==> images/met1.png <==
Scale bar: 20 um. Supply wires on this layer in gray.
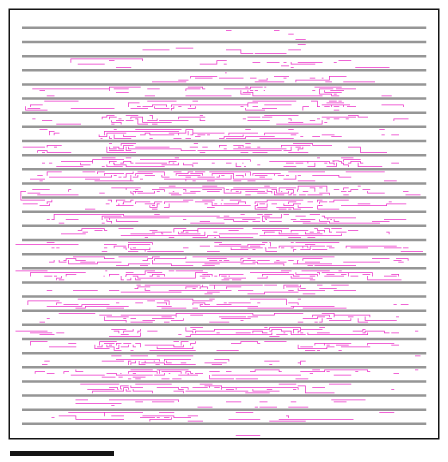
==> images/final_congestion.png <==
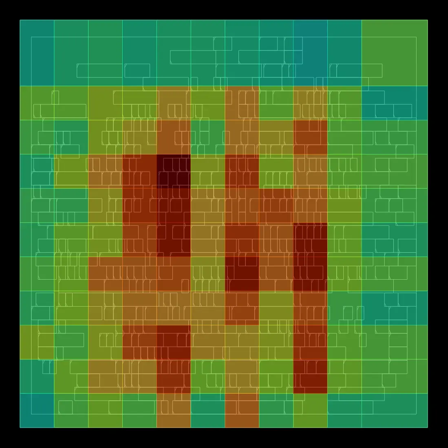
<file path="config.mk">
export PLATFORM = sky130hd
export DESIGN_NAME = line_rotate_ctrl_flat
export DESIGN_NICKNAME = d
export VERILOG_FILES = /design/src/rtl/line_rotate_ctrl_if.sv /design/src/rtl/line_rotate_ctrl.sv /design/src/flat_wrapper.sv
export SDC_FILE = /design/constraint.sdc
export NUM_CORES = 1
export LEC_CHECK = 0
export ABC_AREA = 1
export CAP_MARGIN = 20
export CORE_MARGIN = 2
export CORE_UTILIZATION = 50
export CTS_CLUSTER_DIAMETER = 30
export CTS_CLUSTER_SIZE = 10
export DETAILED_ROUTE_END_ITERATION = 8
export GPL_TIMING_DRIVEN = 0
export PLACE_DENSITY = 0.85
export SLEW_MARGIN = 20
export SYNTH_ARGS = -nofsm -noshare
export SYNTH_HDL_FRONTEND = slang
export SYNTH_SLANG_ARGS = --single-unit
</file>
<file path="constraint.sdc">
create_clock -name clock -period 6.38 [get_ports clock]
set_input_delay 1.595 -clock clock [delete_from_list [all_inputs] [get_ports clock]]
set_output_delay 1.595 -clock clock [all_outputs]
set_load 0.01 [all_outputs]
</file>
<file path="src/rtl/line_rotate_ctrl_if.sv">
// Upstream raster pixel stream: valid/ready handshake with a start-of-frame marker.
interface line_rotate_ctrl_if;
    logic       in_valid;
    logic       in_sof;
    logic [7:0] din;
    logic       in_ready;

    modport master (output in_valid, output in_sof, output din, input in_ready);
    modport slave  (input in_valid, input in_sof, input din, output in_ready);
endinterface

</file>
<file path="src/rtl/line_rotate_ctrl.sv">
// Sequencer for a 5-line vertical window: rotates line-buffer write slots,
// drives window validin/hsel and flushes the window pipeline after each frame.
module line_rotate_ctrl #(
    parameter int WIDTH  = 640,
    parameter int HEIGHT = 480,
    parameter int AW     = 10,
    parameter int RW     = 10
) (
    input  logic                clock,
    input  logic                reset,
    line_rotate_ctrl_if.slave   pix,
    output logic [4:0]          wr_en,
    output logic [AW-1:0]       wr_addr,
    output logic [7:0]          wr_data,
    output logic [AW-1:0]       rd_addr,
    output logic [2:0]          hsel,
    output logic                win_valid,
    output logic                frame_done,
    output logic                busy
);

    typedef enum logic [1:0] {IDLE, FILL, RUN, FLUSH} state_t;

    state_t         state;
    logic [AW-1:0]  col;
    logic [RW-1:0]  row;
    logic [2:0]     wp;
    logic [2:0]     flush_cnt;

    logic           xfer;
    logic           start;
    logic [AW-1:0]  cur_col;
    logic [RW-1:0]  cur_row;
    logic [2:0]     cur_wp;
    logic [2:0]     next_wp;
    logic [4:0]     slot_sel;
    logic           last_col;
    logic           last_row;
    logic           run_row;

    assign pix.in_ready = (state != FLUSH);
    assign xfer         = pix.in_valid & pix.in_ready;
    assign start        = xfer & pix.in_sof;

    // A start-of-frame pixel (from any non-flush state) is handled as row 0, col 0, slot 0.
    assign cur_col  = start ? '0   : col;
    assign cur_row  = start ? '0   : row;
    assign cur_wp   = start ? 3'd0 : wp;
    assign next_wp  = (cur_wp == 3'd4) ? 3'd0 : cur_wp + 3'd1;
    assign last_col = (cur_col == AW'(WIDTH - 1));
    assign last_row = (cur_row == RW'(HEIGHT - 1));
    assign run_row  = (cur_row >= RW'(4));

    genvar gi;
    generate
        for (gi = 0; gi < 5; gi++) begin : g_slot
            assign slot_sel[gi] = (cur_wp == 3'(gi));
        end
    endgenerate

    always_ff @(posedge clock or negedge reset) begin
        if (!reset) begin
            state      <= IDLE;
            col        <= '0;
            row        <= '0;
            wp         <= 3'd0;
            flush_cnt  <= 3'd0;
            wr_en      <= 5'd0;
            wr_addr    <= '0;
            rd_addr    <= '0;
            wr_data    <= 8'd0;
            hsel       <= 3'd0;
            win_valid  <= 1'b0;
            frame_done <= 1'b0;
            busy       <= 1'b0;
        end else begin
            wr_en      <= 5'd0;
            win_valid  <= 1'b0;
            frame_done <= 1'b0;

            if (state == FLUSH) begin
                // Five validin-only cycles push the last lines through the window, then report done.
                if (flush_cnt == 3'd5) begin
                    state      <= IDLE;
                    flush_cnt  <= 3'd0;
                    frame_done <= 1'b1;
                    busy       <= 1'b0;
                end else begin
                    flush_cnt <= flush_cnt + 3'd1;
                    win_valid <= 1'b1;
                end
            end else if (xfer && (start || state != IDLE)) begin
                wr_en   <= slot_sel;
                wr_addr <= cur_col;
                rd_addr <= cur_col;
                wr_data <= pix.din;
                busy    <= 1'b1;
                if (run_row) begin
                    win_valid <= 1'b1;
                    hsel      <= next_wp;
                end

                if (last_col) begin
                    col <= '0;
                    if (last_row) begin
                        state <= FLUSH;
                        row   <= '0;
                        wp    <= 3'd0;
                    end else begin
                        row   <= cur_row + RW'(1);
                        wp    <= next_wp;
                        state <= (cur_row >= RW'(3)) ? RUN : FILL;
                    end
                end else begin
                    col   <= cur_col + AW'(1);
                    row   <= cur_row;
                    wp    <= cur_wp;
                    state <= run_row ? RUN : FILL;
                end
            end
        end
    end

endmodule

</file>
<file path="src/flat_wrapper.sv">
// flat-port wrapper written by rule: the top's interface ports become plain ports
module line_rotate_ctrl_flat 
#(
    parameter int WIDTH  = 640,
    parameter int HEIGHT = 480,
    parameter int AW     = 10,
    parameter int RW     = 10
)
  (clock, reset, wr_en, wr_addr, wr_data, rd_addr, hsel, win_valid, frame_done, busy, pix_in_valid, pix_in_sof, pix_din, pix_in_ready);
  line_rotate_ctrl_if pix_i ();
  input  logic clock;
  input  logic reset;
  output logic [4:0] wr_en;
  output logic [AW-1:0] wr_addr;
  output logic [7:0] wr_data;
  output logic [AW-1:0] rd_addr;
  output logic [2:0] hsel;
  output logic win_valid;
  output logic frame_done;
  output logic busy;
  input wire logic [$bits(pix_i.in_valid)-1:0] pix_in_valid;
  input wire logic [$bits(pix_i.in_sof)-1:0] pix_in_sof;
  input wire logic [$bits(pix_i.din)-1:0] pix_din;
  output wire logic [$bits(pix_i.in_ready)-1:0] pix_in_ready;
  assign pix_i.in_valid = pix_in_valid;
  assign pix_i.in_sof = pix_in_sof;
  assign pix_i.din = pix_din;
  assign pix_in_ready = pix_i.in_ready;
  line_rotate_ctrl #(.WIDTH(WIDTH), .HEIGHT(HEIGHT), .AW(AW), .RW(RW)) u_core (.clock(clock), .reset(reset), .pix(pix_i), .wr_en(wr_en), .wr_addr(wr_addr), .wr_data(wr_data), .rd_addr(rd_addr), .hsel(hsel), .win_valid(win_valid), .frame_done(frame_done), .busy(busy));
endmodule
</file>
==> results_slide.txt <==
Synthesis and Place & Route Summary

Synthesis
  • #FFs+latches synth: 57
  • Synth Area per Inst: 7.88 um2
  • Yosys adder share: 3.26%

Worst setup path
  • Crit path required time: 6.61 ns
  • R2R depth: 15
  • Slowest cell on the critical path: clkdlybuf4s50_1
  • R2R Path End: u_core.row[3]
  • Worst Setup End Kind: register

Floorplan
  • Core footprint: 0.00592 mm2
  • IO Pins: 52

Power and ir drop
  • Power share of the clock group: 32.4%
  • Switching share of power: 29.9%
  • Top power group: sequential cells
  • Clk pwr: 0.310 mW

GRT
  • Total global routing overflow: 0

STA
  • Setup violators final: 0
  • RSZ-0062 raised after global routing: no
  • Setup tns final: 0 ns

Min path
  • Hold Path Stages: 2

Cells and area
  • Top cells excl fill/tap: nand2_1 (132), dfrtp_1 (57), clkdlybuf4s50_1 (50), inv_1 (38), nand3_1 (33)
  • Layout Nets: 471

Place
  • Placed Cells incl. Taps: 515

Clock network
  • Reg clk slew, reported paths: 0.06 ns
  • Clock latency on the worst-skew pair: 0.34 ns

Outcome
  • Status: completed

Flow run
  • Max cap viols: 0
About met1.png:
main direction = horizontal
share of all routed wire = 41%
longest straight run = 27.1 um
nets with wire on the layer = 408
wire length on this layer = 3,070 um
WL final: 7400 um
via count: 2,783
met1 usage: 30.5%

About final_congestion.png:
DR WL/cell: 14.0 um
met2 Track Usage GR: 42.1%
GRT Resource Usage Total: 25.1%

-- layer usage --
layer / routed length, um / global-route usage (%) / part of all wire [%]
met5: 0 / 0 / 0
met4: 155 / 11.7 / 2.1
met3: 453 / 5.65 / 6.1
met2: 3720 / 42.1 / 50
met1: 3070 / 30.5 / 41
-- cell type report --
type                       count  area share [%]
sequential                    57            37.1
clock inverter                 3           0.390
inverter                      41            4.00
clock buffer                  12            4.29
timing repair buffer          51            13.2
tap                           75            2.44
multi-input combinational    269            34.7
buffer                        22            3.93
-- registers in the layout, summed over array words and instances, names as in the netlist, 2 cells and up --
signal and count:
u_core.col 10, u_core.row 10, u_core.wr_addr 10, u_core.wr_data 8, u_core.wr_en 5, u_core.flush_cnt 3
u_core.hsel 3, u_core.wp 3, u_core.state 2
No activity file was given, so power comes from the tool's default toggle rates.
